[config.mk]
export PLATFORM = sky130hd
export DESIGN_NAME = dmem_resp_flat
export DESIGN_NICKNAME = d
export VERILOG_FILES = /design/src/rtl/dmem_resp_pkg.sv /design/src/rtl/dmem_resp_if.sv /design/src/rtl/dmem_ram.sv /design/src/rtl/dmem_resp.sv /design/src/flat_wrapper.sv
export SDC_FILE = /design/constraint.sdc
export NUM_CORES = 1
export LEC_CHECK = 0
export ABC_CLOCK_PERIOD_IN_PS = 5400
export CORE_MARGIN = 3
export CORE_UTILIZATION = 55
export DETAILED_ROUTE_END_ITERATION = 16
export GPL_ROUTABILITY_DRIVEN = 0
export HOLD_SLACK_MARGIN = 0.02
export PLACE_DENSITY = 0.79
export SYNTH_ARGS = -nofsm -noshare
export SYNTH_HDL_FRONTEND = slang
export SYNTH_HIERARCHICAL = 1
export SYNTH_SLANG_ARGS = --single-unit
[constraint.sdc]
create_clock -name clk -period 5.4 [get_ports clk]
set_clock_uncertainty 0.05 [all_clocks]
set_input_delay 1.08 -clock clk [delete_from_list [all_inputs] [get_ports clk]]
set_output_delay 1.08 -clock clk [all_outputs]
set_load 0.03 [all_outputs]
[src/rtl/dmem_resp_pkg.sv]
// dmem_resp_pkg: state encoding and counter sizing shared by the dmem_resp slice.
package dmem_resp_pkg;

  localparam int unsigned CNT_W = 4;

  typedef enum logic [1:0] {
    IDLE = 2'd0,
    WAIT = 2'd1,
    RESP = 2'd2
  } state_t;

  typedef logic [CNT_W-1:0] cnt_t;

endpackage

[src/rtl/dmem_resp_if.sv]
// dmem_resp_if: request/response handshake bundle between an initiator and dmem_resp.
interface dmem_resp_if;

  logic        req_valid;
  logic        req_we;
  logic [31:0] req_addr;
  logic [31:0] req_wdata;
  logic        req_ready;
  logic        rsp_valid;
  logic [31:0] rsp_rdata;
  logic        rsp_err;
  logic        rsp_ready;

  modport master (
    output req_valid, req_we, req_addr, req_wdata, rsp_ready,
    input  req_ready, rsp_valid, rsp_rdata, rsp_err
  );

  modport slave (
    input  req_valid, req_we, req_addr, req_wdata, rsp_ready,
    output req_ready, rsp_valid, rsp_rdata, rsp_err
  );

endinterface

[src/rtl/dmem_ram.sv]
// dmem_ram: 2^DEPTH_LOG2 x 32 storage, synchronous write, asynchronous read, no reset.
module dmem_ram #(
  parameter int unsigned DEPTH_LOG2 = 5
) (
  input  logic                  clk,
  input  logic                  we,
  input  logic [DEPTH_LOG2-1:0] addr,
  input  logic [31:0]           wdata,
  output logic [31:0]           rdata
);

  logic [31:0] mem [0:(1<<DEPTH_LOG2)-1];

  // Word write on the rising edge; contents survive reset.
  always_ff @(posedge clk) begin
    if (we) mem[addr] <= wdata;
  end

  // Combinational read of the addressed word.
  always_comb begin
    rdata = mem[addr];
  end

endmodule

[src/rtl/dmem_resp.sv]
// dmem_resp: single-outstanding data memory responder with programmable wait states.
// Optional build macro DMEM_RESP_ALIGN_CHECK_EN: flag misaligned accesses via rsp_err,
// suppress their store and zero their load data.
module dmem_resp
  import dmem_resp_pkg::*;
#(
  parameter int unsigned DEPTH_LOG2  = 5,
  parameter int unsigned WAIT_CYCLES = 2
) (
  input  logic         clk,
  input  logic         pcrst,
  dmem_resp_if.slave   bus
);

  localparam cnt_t CNT_LOAD = (WAIT_CYCLES > 0) ? cnt_t'(WAIT_CYCLES - 1) : '0;

  state_t                state;
  state_t                state_nxt;
  cnt_t                  cnt;

  logic                  hold_we;
  logic [DEPTH_LOG2-1:0] hold_idx;
  logic [31:0]           hold_wdata;
  logic                  hold_mis;

  logic                  req_mis;
  logic                  accept;
  logic                  enter_resp;
  logic                  cur_we;
  logic                  cur_mis;
  logic [DEPTH_LOG2-1:0] cur_idx;
  logic [31:0]           cur_wdata;

  logic                  ram_we;
  logic [31:0]           ram_rdata;
  logic [31:0]           rdata_q;
  logic                  err_q;
  logic                  unused_addr;

  // Misalignment detection (build-time optional).
  always_comb begin
`ifdef DMEM_RESP_ALIGN_CHECK_EN
    req_mis = |bus.req_addr[1:0];
`else
    req_mis = 1'b0;
`endif
    unused_addr = ^{bus.req_addr[31:DEPTH_LOG2+2], bus.req_addr[1:0]};
  end

  // Accept/commit strobes and the transaction currently heading into RESP.
  // With zero wait states the commit edge is the accept edge, so the live
  // request fields are used instead of the held copies.
  always_comb begin
    accept     = (state == IDLE) && bus.req_valid;
    enter_resp = (accept && (WAIT_CYCLES == 0)) || ((state == WAIT) && (cnt == '0));
    if (state == IDLE) begin
      cur_we    = bus.req_we;
      cur_mis   = req_mis;
      cur_idx   = bus.req_addr[DEPTH_LOG2+1:2];
      cur_wdata = bus.req_wdata;
    end else begin
      cur_we    = hold_we;
      cur_mis   = hold_mis;
      cur_idx   = hold_idx;
      cur_wdata = hold_wdata;
    end
    ram_we = enter_resp && cur_we && !cur_mis && pcrst;
  end

  dmem_ram #(
    .DEPTH_LOG2(DEPTH_LOG2)
  ) u_ram (
    .clk   (clk),
    .we    (ram_we),
    .addr  (cur_idx),
    .wdata (cur_wdata),
    .rdata (ram_rdata)
  );

  // State register.
  always_ff @(posedge clk or negedge pcrst) begin
    if (!pcrst) state <= IDLE;
    else        state <= state_nxt;
  end

  // Next-state decode.
  always_comb begin
    state_nxt = state;
    unique case (state)
      IDLE:    if (bus.req_valid) state_nxt = (WAIT_CYCLES == 0) ? RESP : WAIT;
      WAIT:    if (cnt == '0)     state_nxt = RESP;
      RESP:    if (bus.rsp_ready) state_nxt = IDLE;
      default:                    state_nxt = IDLE;
    endcase
  end

  // Request capture, wait counter and response registers.
  always_ff @(posedge clk or negedge pcrst) begin
    if (!pcrst) begin
      cnt        <= '0;
      hold_we    <= 1'b0;
      hold_idx   <= '0;
      hold_wdata <= '0;
      hold_mis   <= 1'b0;
      rdata_q    <= '0;
      err_q      <= 1'b0;
    end else begin
      if (accept) begin
        hold_we    <= bus.req_we;
        hold_idx   <= bus.req_addr[DEPTH_LOG2+1:2];
        hold_wdata <= bus.req_wdata;
        hold_mis   <= req_mis;
        cnt        <= CNT_LOAD;
      end else if ((state == WAIT) && (cnt != '0)) begin
        cnt <= cnt - 1'b1;
      end
      if (enter_resp) begin
        rdata_q <= (cur_we || cur_mis) ? '0 : ram_rdata;
        err_q   <= cur_mis;
      end
    end
  end

  // Handshake outputs decoded from state.
  always_comb begin
    bus.req_ready = (state == IDLE);
    bus.rsp_valid = (state == RESP);
    bus.rsp_rdata = rdata_q;
    bus.rsp_err   = err_q;
  end

endmodule
[src/flat_wrapper.sv]
// flat-port wrapper written by rule: the top's interface ports become plain ports
module dmem_resp_flat import dmem_resp_pkg::*;
#(
  parameter int unsigned DEPTH_LOG2  = 5,
  parameter int unsigned WAIT_CYCLES = 2
)
  (clk, pcrst, bus_req_valid, bus_req_we, bus_req_addr, bus_req_wdata, bus_rsp_ready, bus_req_ready, bus_rsp_valid, bus_rsp_rdata, bus_rsp_err);
  dmem_resp_if bus_i ();
  input  logic clk;
  input  logic pcrst;
  input wire logic [$bits(bus_i.req_valid)-1:0] bus_req_valid;
  input wire logic [$bits(bus_i.req_we)-1:0] bus_req_we;
  input wire logic [$bits(bus_i.req_addr)-1:0] bus_req_addr;
  input wire logic [$bits(bus_i.req_wdata)-1:0] bus_req_wdata;
  input wire logic [$bits(bus_i.rsp_ready)-1:0] bus_rsp_ready;
  output wire logic [$bits(bus_i.req_ready)-1:0] bus_req_ready;
  output wire logic [$bits(bus_i.rsp_valid)-1:0] bus_rsp_valid;
  output wire logic [$bits(bus_i.rsp_rdata)-1:0] bus_rsp_rdata;
  output wire logic [$bits(bus_i.rsp_err)-1:0] bus_rsp_err;
  assign bus_i.req_valid = bus_req_valid;
  assign bus_i.req_we = bus_req_we;
  assign bus_i.req_addr = bus_req_addr;
  assign bus_i.req_wdata = bus_req_wdata;
  assign bus_i.rsp_ready = bus_rsp_ready;
  assign bus_req_ready = bus_i.req_ready;
  assign bus_rsp_valid = bus_i.rsp_valid;
  assign bus_rsp_rdata = bus_i.rsp_rdata;
  assign bus_rsp_err = bus_i.rsp_err;
  dmem_resp #(.DEPTH_LOG2(DEPTH_LOG2), .WAIT_CYCLES(WAIT_CYCLES)) u_core (.clk(clk), .pcrst(pcrst), .bus(bus_i));
endmodule
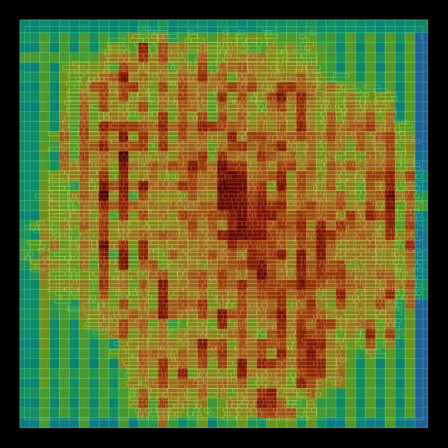
Figure 1: routing congestion.
met1 Track Usage GR: 33.6%
share of the core filled with cells: 63.6%

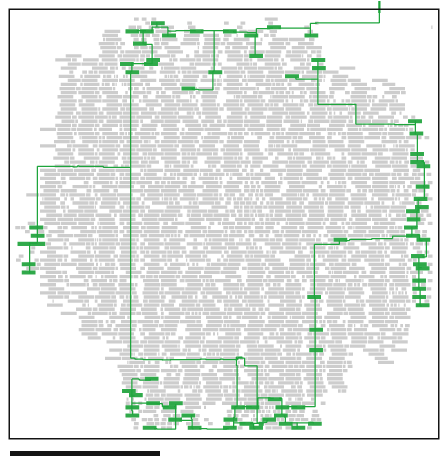
Figure 2: I/O nets highlighted.
Scale bar: 100 um.
port	colour	bits	direction	edge	end cells	buffers	wire
pcrst	green	1	input	north	77	2	1500 um
I/O pin total: 104
Port Buf Inserts: 75

==> out/metrics.yaml <==
ys_sh_mux_pct: 14.3
core_um2: 76500
avgSynthCellArea_um2: 18.3
power.share.clock_pct: 26.3
cap_violations: 0
synthAdderAreaFrac_pct: 0.0585
timing.critical_path.arrival_ns: 4.61
grt_antenna_before_repair: 0
tapCellCount: 1030
slowest_stage: "sky130_fd_sc_hd__nor2_4"
postSynthCellCount: 2342
crit_path_max_fanout: 46
top_cells_by_count: "1024 x sky130_fd_sc_hd__edfxtp_1, 513 x sky130_fd_sc_hd__mux2i_1, 256 x sky130_fd_sc_hd__o22ai_1, 92 x sky130_fd_sc_hd__buf_2, 76 x sky130_fd_sc_hd__dfrtp_1"
net_switching_power_mw: 9.14
number_of_nets_at_floorplan: 2413
yosysWarningCount: 6
seq_power_share_pct: 41.1
clkSinkCount: 1100
clock_power_mw: 7.30
yosys-dominant-comb-family: "multiplexers"
run_status: "completed"
